run_1/floorplan.png
Pins as bars on the die edge.
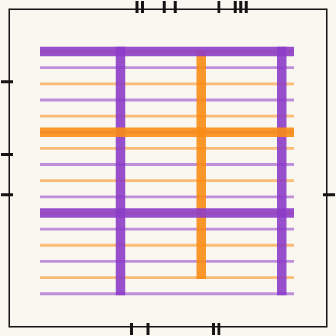
run_1/class_map.png
Scale bar: 20 um.
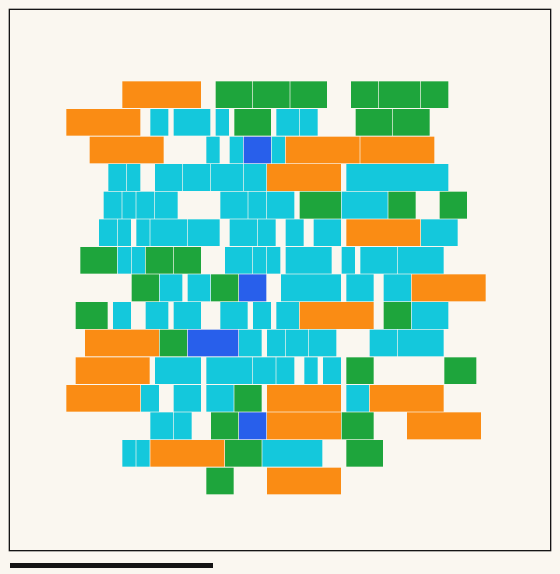
run_1/clock_wires.png
Scale bar: 20 um.
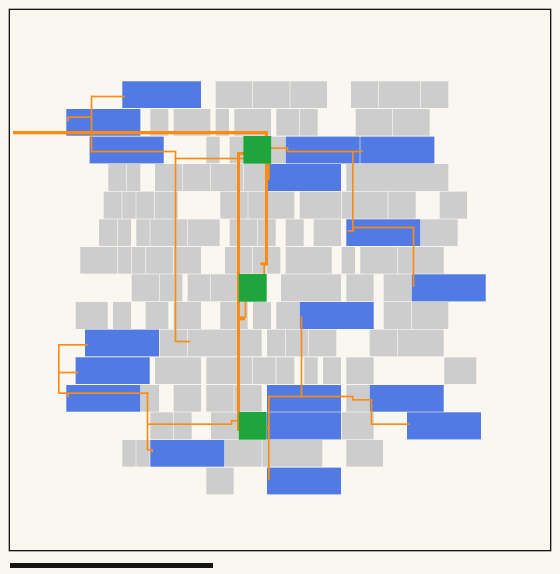
### src/rtl/free_space_incrementer_if.sv
// Request/load inputs and count/status outputs of the bit-serial free-space incrementer.
// WIDTH must match the WIDTH of the attached free_space_incrementer.
interface free_space_incrementer_if #(
    parameter int WIDTH = 4
);
    logic             exit_req;
    logic             load;
    logic [WIDTH-1:0] load_value;
    logic [WIDTH-1:0] free_spaces;
    logic             busy;
    logic             done;
    logic             reject;
    logic             full;

    modport master (
        output exit_req, load, load_value,
        input  free_spaces, busy, done, reject, full
    );

    modport slave (
        input  exit_req, load, load_value,
        output free_spaces, busy, done, reject, full
    );
endinterface

### src/rtl/free_space_incrementer.sv
// Bit-serial +1 on the free-space count, LSB first, saturating at CAPACITY; WIDTH clocks per add.
// Optional macro EXIT_QUEUE_EN: one-deep pending flag for exit requests arriving mid-add.
module free_space_incrementer #(
    parameter int WIDTH    = 4,
    parameter int CAPACITY = 10
) (
    input  logic                   i_clk,
    input  logic                   i_reset,
    free_space_incrementer_if.slave io_bus
);
    localparam int               IDXW = $clog2(WIDTH + 1);
    localparam logic [WIDTH-1:0] CAP  = WIDTH'(CAPACITY);
    localparam logic [IDXW-1:0]  LAST = IDXW'(WIDTH - 1);

    typedef enum logic {IDLE, ADD} state_t;

    state_t           r_state;
    logic [WIDTH-1:0] r_free;
    logic [WIDTH-1:0] r_operand;
    logic [WIDTH-1:0] r_result;
    logic             r_carry;
    logic [IDXW-1:0]  r_index;
    logic             r_done;
    logic             r_reject;

    logic             w_sum;
    logic             w_cout;
    logic             w_full;
    logic             w_req;
    logic [WIDTH-1:0] w_next_result;
    logic [WIDTH-1:0] w_load_clamped;
    logic [WIDTH-1:0] w_commit;

    // Full-adder cell with b tied to 0: the +1 enters through the initial carry.
    assign w_sum          = r_operand[0] ^ r_carry;
    assign w_cout         = r_operand[0] & r_carry;
    assign w_next_result  = {w_sum, r_result[WIDTH-1:1]};
    assign w_commit       = (w_next_result > CAP) ? CAP : w_next_result;
    assign w_load_clamped = (io_bus.load_value > CAP) ? CAP : io_bus.load_value;
    assign w_full         = (r_free == CAP);

`ifdef EXIT_QUEUE_EN
    logic r_pending;
    assign w_req = io_bus.exit_req | r_pending;
`else
    assign w_req = io_bus.exit_req;
`endif

    always_ff @(posedge i_clk) begin
        if (i_reset) begin
            r_state   <= IDLE;
            r_free    <= '0;
            r_operand <= '0;
            r_result  <= '0;
            r_carry   <= 1'b0;
            r_index   <= '0;
            r_done    <= 1'b0;
            r_reject  <= 1'b0;
`ifdef EXIT_QUEUE_EN
            r_pending <= 1'b0;
`endif
        end else begin
            r_done   <= 1'b0;
            r_reject <= 1'b0;
            if (io_bus.load) begin
                r_free  <= w_load_clamped;
                r_state <= IDLE;
`ifdef EXIT_QUEUE_EN
                r_pending <= 1'b0;
`endif
            end else begin
                case (r_state)
                    IDLE: begin
`ifdef EXIT_QUEUE_EN
                        r_pending <= 1'b0;
`endif
                        if (w_req) begin
                            if (w_full) begin
                                r_reject <= 1'b1;
                            end else begin
                                r_operand <= r_free;
                                r_carry   <= 1'b1;
                                r_index   <= '0;
                                r_state   <= ADD;
                            end
                        end
                    end
                    ADD: begin
`ifdef EXIT_QUEUE_EN
                        if (io_bus.exit_req) r_pending <= 1'b1;
`endif
                        r_result  <= w_next_result;
                        r_carry   <= w_cout;
                        r_operand <= r_operand >> 1;
                        r_index   <= r_index + 1'b1;
                        // Final carry-out is dropped; a full count never starts an add.
                        if (r_index == LAST) begin
                            r_free  <= w_commit;
                            r_done  <= 1'b1;
                            r_state <= IDLE;
                        end
                    end
                    default: r_state <= IDLE;
                endcase
            end
        end
    end

    assign io_bus.free_spaces = r_free;
    assign io_bus.busy        = (r_state == ADD);
    assign io_bus.done        = r_done;
    assign io_bus.reject      = r_reject;
    assign io_bus.full        = w_full;
endmodule

### src/flat_wrapper.sv
// flat-port wrapper written by rule: the top's interface ports become plain ports
module free_space_incrementer_flat 
#(
    parameter int WIDTH    = 4,
    parameter int CAPACITY = 10
)
  (i_clk, i_reset, io_bus_exit_req, io_bus_load, io_bus_load_value, io_bus_free_spaces, io_bus_busy, io_bus_done, io_bus_reject, io_bus_full);
  free_space_incrementer_if #(.WIDTH(WIDTH)) io_bus_i ();
  input  logic i_clk;
  input  logic i_reset;
  input wire logic [$bits(io_bus_i.exit_req)-1:0] io_bus_exit_req;
  input wire logic [$bits(io_bus_i.load)-1:0] io_bus_load;
  input wire logic [$bits(io_bus_i.load_value)-1:0] io_bus_load_value;
  output wire logic [$bits(io_bus_i.free_spaces)-1:0] io_bus_free_spaces;
  output wire logic [$bits(io_bus_i.busy)-1:0] io_bus_busy;
  output wire logic [$bits(io_bus_i.done)-1:0] io_bus_done;
  output wire logic [$bits(io_bus_i.reject)-1:0] io_bus_reject;
  output wire logic [$bits(io_bus_i.full)-1:0] io_bus_full;
  assign io_bus_i.exit_req = io_bus_exit_req;
  assign io_bus_i.load = io_bus_load;
  assign io_bus_i.load_value = io_bus_load_value;
  assign io_bus_free_spaces = io_bus_i.free_spaces;
  assign io_bus_busy = io_bus_i.busy;
  assign io_bus_done = io_bus_i.done;
  assign io_bus_reject = io_bus_i.reject;
  assign io_bus_full = io_bus_i.full;
  free_space_incrementer #(.WIDTH(WIDTH), .CAPACITY(CAPACITY)) u_core (.i_clk(i_clk), .i_reset(i_reset), .io_bus(io_bus_i));
endmodule
### config.mk
export PLATFORM = sky130hd
export DESIGN_NAME = free_space_incrementer_flat
export DESIGN_NICKNAME = d
export VERILOG_FILES = /design/src/rtl/free_space_incrementer_if.sv /design/src/rtl/free_space_incrementer.sv /design/src/flat_wrapper.sv
export SDC_FILE = /design/constraint.sdc
export NUM_CORES = 1
export LEC_CHECK = 0
export CORE_MARGIN = 5
export CORE_UTILIZATION = 50
export DETAILED_ROUTE_END_ITERATION = 12
export HOLD_SLACK_MARGIN = 0.08
export PLACE_DENSITY = 0.85
export SLEW_MARGIN = 10
export SYNTH_ARGS = -nofsm -noshare
export SYNTH_HDL_FRONTEND = slang
export SYNTH_SLANG_ARGS = --single-unit
export TNS_END_PERCENT = 30
### constraint.sdc
create_clock -name i_clk -period 1.7 [get_ports i_clk]
set_clock_uncertainty 0.05 [all_clocks]
set_input_delay 0.51 -clock i_clk [delete_from_list [all_inputs] [get_ports i_clk]]
set_output_delay 0.51 -clock i_clk [all_outputs]
set_load 0.02 [all_outputs]
==> results_dict.tcl, run 1 <==
# collected from the flow reports
set metrics [dict create \
    status "completed" \
    ys_cells 99 \
    hold_ws_ps 426 \
    rsz0062_at_grt "true" \
    place_inst 146 \
    via_count 824 \
    yosys.stat.seqShare 0.386 \
    warnings 27 \
    comb_area_share 0.426 \
    grt_pass1_vias 831 \
    min_to "u_core.r_result[1]" \
    buffers_excl_clock 28 \
    seq_share 0.300 \
    cts_sinks 18 \
    r2r-start "u_core.r_index[0]" \
    ys_warn_count 0 \
    regToRegEndpoint "u_core.io_bus.free_spaces[3]" \
    syn_to_final_growth_pct 28.8 \
    maxCapViolations 0 \
    flop_area_sq_um 362 \
    synthCells 99 \
    r2r_setup_slack_ps 210 \
    cts_tree "built" \
    max_freq_ghz 0.611 \
    n_antenna_cell 0 \
    required_ps 1140 \
    drtIter0Drc 27 \
    slew_violations 0 \
    dieArea_sq_mm 0.00283 \
    synth.distinct_cells 35 \
    fillers 145 \
    grt_overflow 0 \
    ir_drop_uv 529 \
    num_io_pins 16 \
    fin_crit_ps 1640 \
    logic_area_sq_um 513 \
    endpoint_kind "output pin" \
    fp.dieW_um 53.2 \
    wl_per_cell_um 14.6 \
    start_kind "register" \
    via_per_inst 5.49 \
    hold_path.startpoint "u_core.r_result[1]" \
    avgSynthCellArea_sq_um 9.44 \
    grt_max_degree 14 \
    cts_buffer_depth 2 \
    final-hold-violation-count 0 \
    top_cells_by_area "dfxtp_1 (39%), a21oi_1 (4.8%), a211oi_1 (4.8%), nand2_1 (4.4%), a211oi_2 (4.0%)" \
    final_antenna_net_count 0 \
    xor_share 0 \
]
About floorplan.png:
net	colour
VDD	orange
VSS	purple
met4 straps	3
signal pins	16
met5 straps	3
rows	15

About class_map.png:
class	colour	cells	share of their area
remaining buffers and delay cells	green	28	21%
registers	orange	18	31%
remaining logic cells	cyan	75	45%
clock drivers and dummy loads	blue	4	3.1%

About clock_wires.png:
[clock-net drivers] green | count: 3
[flip-flops] blue | count: 18
[clock wires] orange | length: 225 um
routed clock nets	4

[run 1: power by group]
group | switching [mW] | internal (mW) | total (mW)
clock network | 0.134 | 0.131 | 0.265
logic | 0.0793 | 0.0762 | 0.155
registers | 0.0114 | 0.438 | 0.450
total | 0.225 | 0.645 | 0.870
[run 1: routing by layer]
metal | part of all wire | vias to the layer above | track usage
met5 | 0 | - | 0
met4 | 0.018 | 0 | 0.0766
met3 | 0.037 | 5 | 0.0254
met2 | 0.51 | 22 | 0.322
met1 | 0.44 | 384 | 0.229
li1 | - | 413 | -
[run 1: worst max-delay path by stage]
stage	from	to	slack, ps	cells after the start
final	u_core.io_bus.free_spaces[3]	io_bus_free_spaces[3]	60	2
after floorplan	u_core.io_bus.free_spaces[1]	io_bus_full	310	2
after detailed placement	io_bus_load	u_core.r_result[2]	-200	5
after CTS	u_core.io_bus.free_spaces[1]	io_bus_free_spaces[1]	4	2
after global routing	io_bus_load	u_core.io_bus.free_spaces[1]	-0.1	5
after global placement	io_bus_load	u_core.io_bus.free_spaces[1]	-140	5
[run 1: worst max-delay path, cell delays in order (launching register included)]
cell and delay [ps]:
dfxtp_1 380, buf_4 140, clkdlybuf4s15_2 260
[run 1: flip-flops by register name, summed over array words and instances (netlist names)]
register and flops:
u_core.io_bus.free_spaces 4, u_core.io_bus.done 1, u_core.r_operand 4, u_core.r_carry 1, u_core.r_index 3, u_core.r_result 3, u_core.io_bus.busy 1, u_core.io_bus.reject 1
[run 1: cells in the final DEF, fill, tap and decap left out, drive strengths merged, types with 7 or more instances in the layout]
| cell | instances |
|---|---|
| buf | 14 |
| a211oi | 9 |
| nand2 | 11 |
| a21oi | 10 |
| clkdlybuf4s50 | 7 |
| dfxtp | 18 |
run_1/clock_nets.png
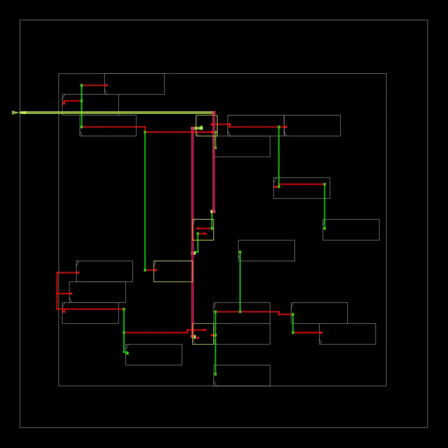

==> run 1 -> run 2 <==
- CAP_MARGIN: default -> 15
- PLACE_DENSITY: 0.85 -> 0.76
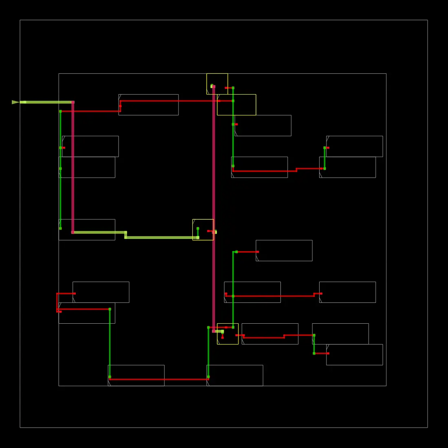
run_2/clock_nets.png
later-pin clock latency in the skew report: 300 ps
clk_buf instances: 4

==> run 2 against run 1 <==
Die size unchanged. First-iteration DRC count down 56%. Non-clock buffer count up 3. Clock-buffer cell count unchanged. Global-route usage down 0.79 points. Register-to-register slack worse by 50 ps. Sequential power about the same. Largest cell class unchanged. Sequential share of layout area down 0.40 points. Core utilization up 0.93 points. Synthesized area unchanged. Synthesized cell count unchanged. Critical endpoint is now io_bus_free_spaces[0].
==> results_dict.tcl, run 2 <==
# collected from the flow reports
set metrics [dict create \
    n_antenna_cell 0 \
    max_freq_ghz 0.611 \
    required_ps 1140 \
    wl_met3_um 41 \
    grtUsageMet1 0.230 \
    route.top_layer_used "met4" \
    wl_met2_mm 1.01 \
    warnings 26 \
    r2r_setup_slack_ps 160 \
    status "completed" \
    place_inst 149 \
    r2r-start "u_core.r_index[0]" \
    use_met2 0.282 \
    num_io_pins 16 \
    cts_tree "built" \
    setup.worst_path.end "io_bus_free_spaces[0]" \
    met3_usage 0.0254 \
    regToRegEndpoint "u_core.io_bus.free_spaces[3]" \
    via_count 808 \
    syn_to_final_growth_pct 30.5 \
    ys_warn_count 0 \
    yosys.stat.seqShare 0.386 \
    endpoint_kind "output pin" \
    final-hold-violation-count 0 \
    wl_met1_mm 1.05 \
    ys_cells 99 \
]
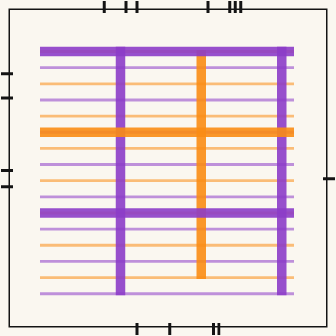
run_2/floorplan.png
Pins as bars on the die edge.
net	colour
VDD	orange
VSS	purple
met5 straps	3
rows	15
Die H: 53.2 um
total core area: 0.00175 sq mm
Die Wd: 53.2 um
worst vdd ir: 434 uV

==> run 2: cell counts after synthesis <==
No cell type changed its count.
==> run 2: area by class of cell <==
type	instances	area, sq um
inverter	4	17.5
tap	25	31.3
sequential	18	362
clock buffer	4	36.3
fill	142	526
multi-input combinational	71	513
timing repair buffer	31	260
==> run 2: worst max-delay path, stage by stage, from the launching register on <==
cell	delay (ps)
dfxtp_1	340
buf_4	140
clkdlybuf4s15_1	310
==> run 2: report_power, final <==
part	internal (mW)	switching [mW]	leakage [nW]
sequential	0.438	0.0110	0.147
clock	0.131	0.132	0.0210
combinational	0.0786	0.0788	0.317
total	0.648	0.222	0.485
==> run 2: through the flow <==
stage | power, mW | hold WS (ps) | instance area [sq um]
finish | 0.869 | 421 | 1220
floorplan | 0.550 | 387 | 935
detailed placement | 0.620 | 409 | 1190
CTS | 0.879 | 426 | 1220
global route | 0.917 | 456 | 1220
global placement | 0.616 | 402 | 1190
==> run 2: worst min path at each step <==
stage / start / end / slack, ps / cells after the start
2_1_floorplan: u_core.r_result[1] / u_core.r_result[1] / 390 / 2
3_3_place_gp: u_core.r_result[1] / u_core.r_result[1] / 400 / 2
3_5_place_dp: u_core.r_result[1] / u_core.r_result[1] / 410 / 2
4_1_cts: u_core.r_result[1] / u_core.r_result[1] / 430 / 2
5_1_grt: u_core.r_result[1] / u_core.r_result[1] / 460 / 2
6_report: u_core.r_result[1] / u_core.r_result[1] / 420 / 2
==> run 2: kinds of logic (layout without fill, tap and decap cells) <==
| group | Yosys count | in the layout | share of synthesized area |
|---|---|---|---|
| simple gates | 35 | 35 | 0.228 |
| compound gates | 30 | 30 | 0.249 |
| flops | 18 | 18 | 0.386 |
| buf+inv | 10 | 39 | 0.0656 |
| fa+ha+maj | 3 | 3 | 0.0402 |
| mux | 3 | 3 | 0.0321 |
run_2/clock_wires.png
Scale bar: 20 um.
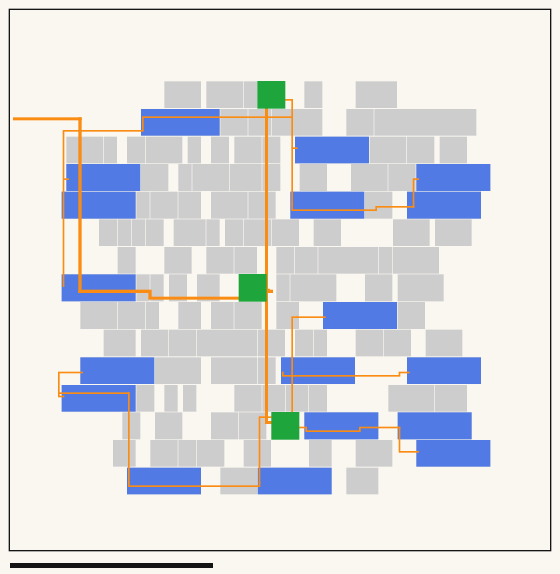

==> run 2 -> run 3 <==
- CORE_UTILIZATION: 50 -> 38
- MAX_ROUTING_LAYER: default -> met4
- PLACE_DENSITY: 0.76 -> default
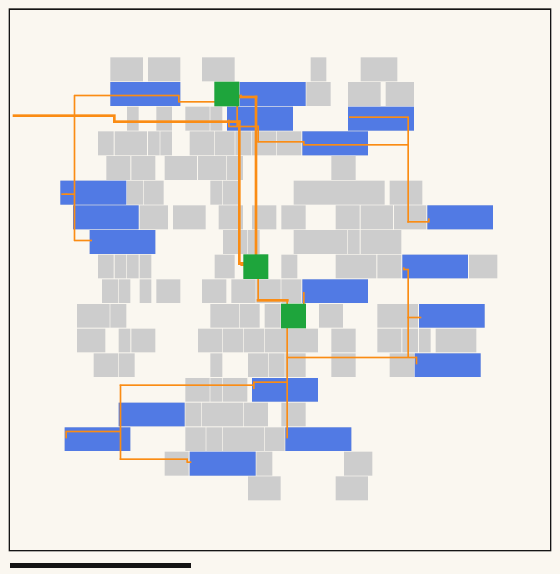
run_3/clock_wires.png
Scale bar: 20 um.
[clock-net drivers] green | count: 3
[clock wires] orange | length: 242 um
[flip-flops] blue | count: 18
flops lie	all over the die
routed clock nets	4

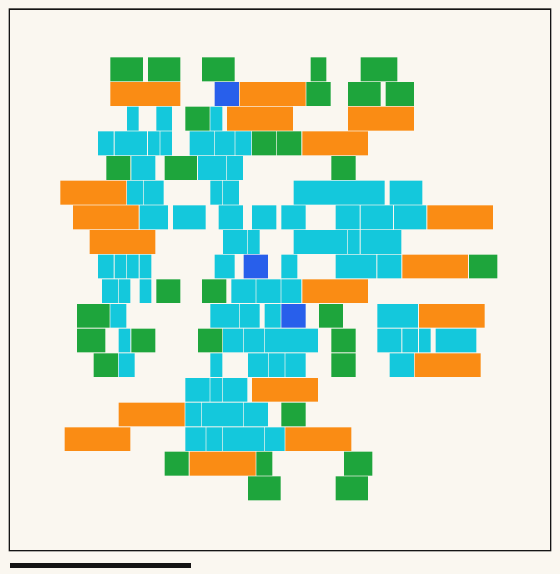
run_3/class_map.png
Scale bar: 20 um.
class	colour	cells	share of their area
clock-net drivers	blue	3	1.9%
remaining logic cells	cyan	75	45%
registers	orange	18	31%
remaining buffers and delay cells	green	31	22%

==> run 3 against run 2 <==
Die size increased by 25%. Routed wire length decreased by 2.7%. Register-to-register slack improved by 20 ps. Critical path type unchanged. First-iteration DRC count decreased by 8.3%. Cell count increased by 2.6%. Core utilization decreased by 20 points. Global-route usage decreased by 3.8 points.
==> results_dict.tcl, run 3 <==
# collected from the flow reports
set metrics [dict create \
    fp.dieW_um 59.6 \
    warnings 26 \
    n_antenna_cell 0 \
    status "completed" \
    syn_to_final_growth_pct 29.6 \
    slowest_delay_ps 340 \
    met3_usage 0.0261 \
    path_cells "buf_4 > dlygate4sd2_1" \
    hold_ws_ps 418 \
    ys_cells 99 \
    wl_met2_mm 1.02 \
    setup.worst_path.end "io_bus_free_spaces[0]" \
    grtUsageMet1 0.172 \
    r2r_setup_slack_ps 180 \
    slowest_stage "dfxtp_1" \
    place_inst 154 \
    cts_tree "built" \
    yosys.stat.seqShare 0.386 \
    regToRegEndpoint "u_core.io_bus.free_spaces[3]" \
    dieHeight_um 59.6 \
    via_count 809 \
    wl_met1_um 992 \
    ir_drop_uv 449 \
    clk_latency_ps 290 \
    num_io_pins 16 \
    ys_warn_count 0 \
    required_ps 1140 \
]
-- run 3: cell counts after synthesis --
No cell type changed its count.
-- run 3: layout make-up --
cell class                 count  area [sq um]
inverter                       4          17.5
timing repair buffer          31           256
fill                         221          1200
sequential                    18           362
tap                           30          37.5
multi-input combinational     71           515
clock buffer                   3          22.5
-- run 3: worst min path at each step --
stage / startpoint / endpoint / slack, ps / depth (start not counted)
after floorplan: u_core.r_result[1] / u_core.r_result[1] / 390 / 2
after global placement: u_core.r_result[1] / u_core.r_result[1] / 410 / 2
after detailed placement: u_core.r_result[1] / u_core.r_result[1] / 410 / 2
after CTS: u_core.r_result[1] / u_core.r_result[1] / 420 / 2
after global routing: u_core.r_result[1] / u_core.r_result[1] / 440 / 2
final: u_core.r_result[1] / u_core.r_result[1] / 420 / 2
-- run 3: power by group --
group	internal, mW	switching [mW]	total (mW)
combinational	0.0786	0.0781	0.157
clock	0.0824	0.129	0.211
sequential	0.438	0.0112	0.449
-- run 3: cells by family (layout without fill, tap and decap cells) --
| family | count (synthesis) | in the layout | synth area share |
|---|---|---|---|
| AOI/OAI and AO/OA | 30 | 30 | 0.249 |
| adders and majority gates | 3 | 3 | 0.0402 |
| DFF | 18 | 18 | 0.386 |
| and+or+nand+nor | 35 | 35 | 0.228 |
| muxes | 3 | 3 | 0.0321 |
| buffers and inverters | 10 | 38 | 0.0656 |
-- run 3: critical path, delay by kind of cell, from the launching register on --
kind	cells	cell delay (ps)
flip-flops	1	340
buffers and inverters	2	460
-- run 3: per-stage QoR --
stage	total power, mW	TNS [ps]	utilization
floorplan	0.550	0	-
global placement	0.619	-1700	0.497
detailed placement	0.621	-2040	0.497
CTS	0.827	0	0.503
global route	0.861	0	0.503
finish	0.817	0	0.503
Power is estimated from default activity; no workload was simulated.
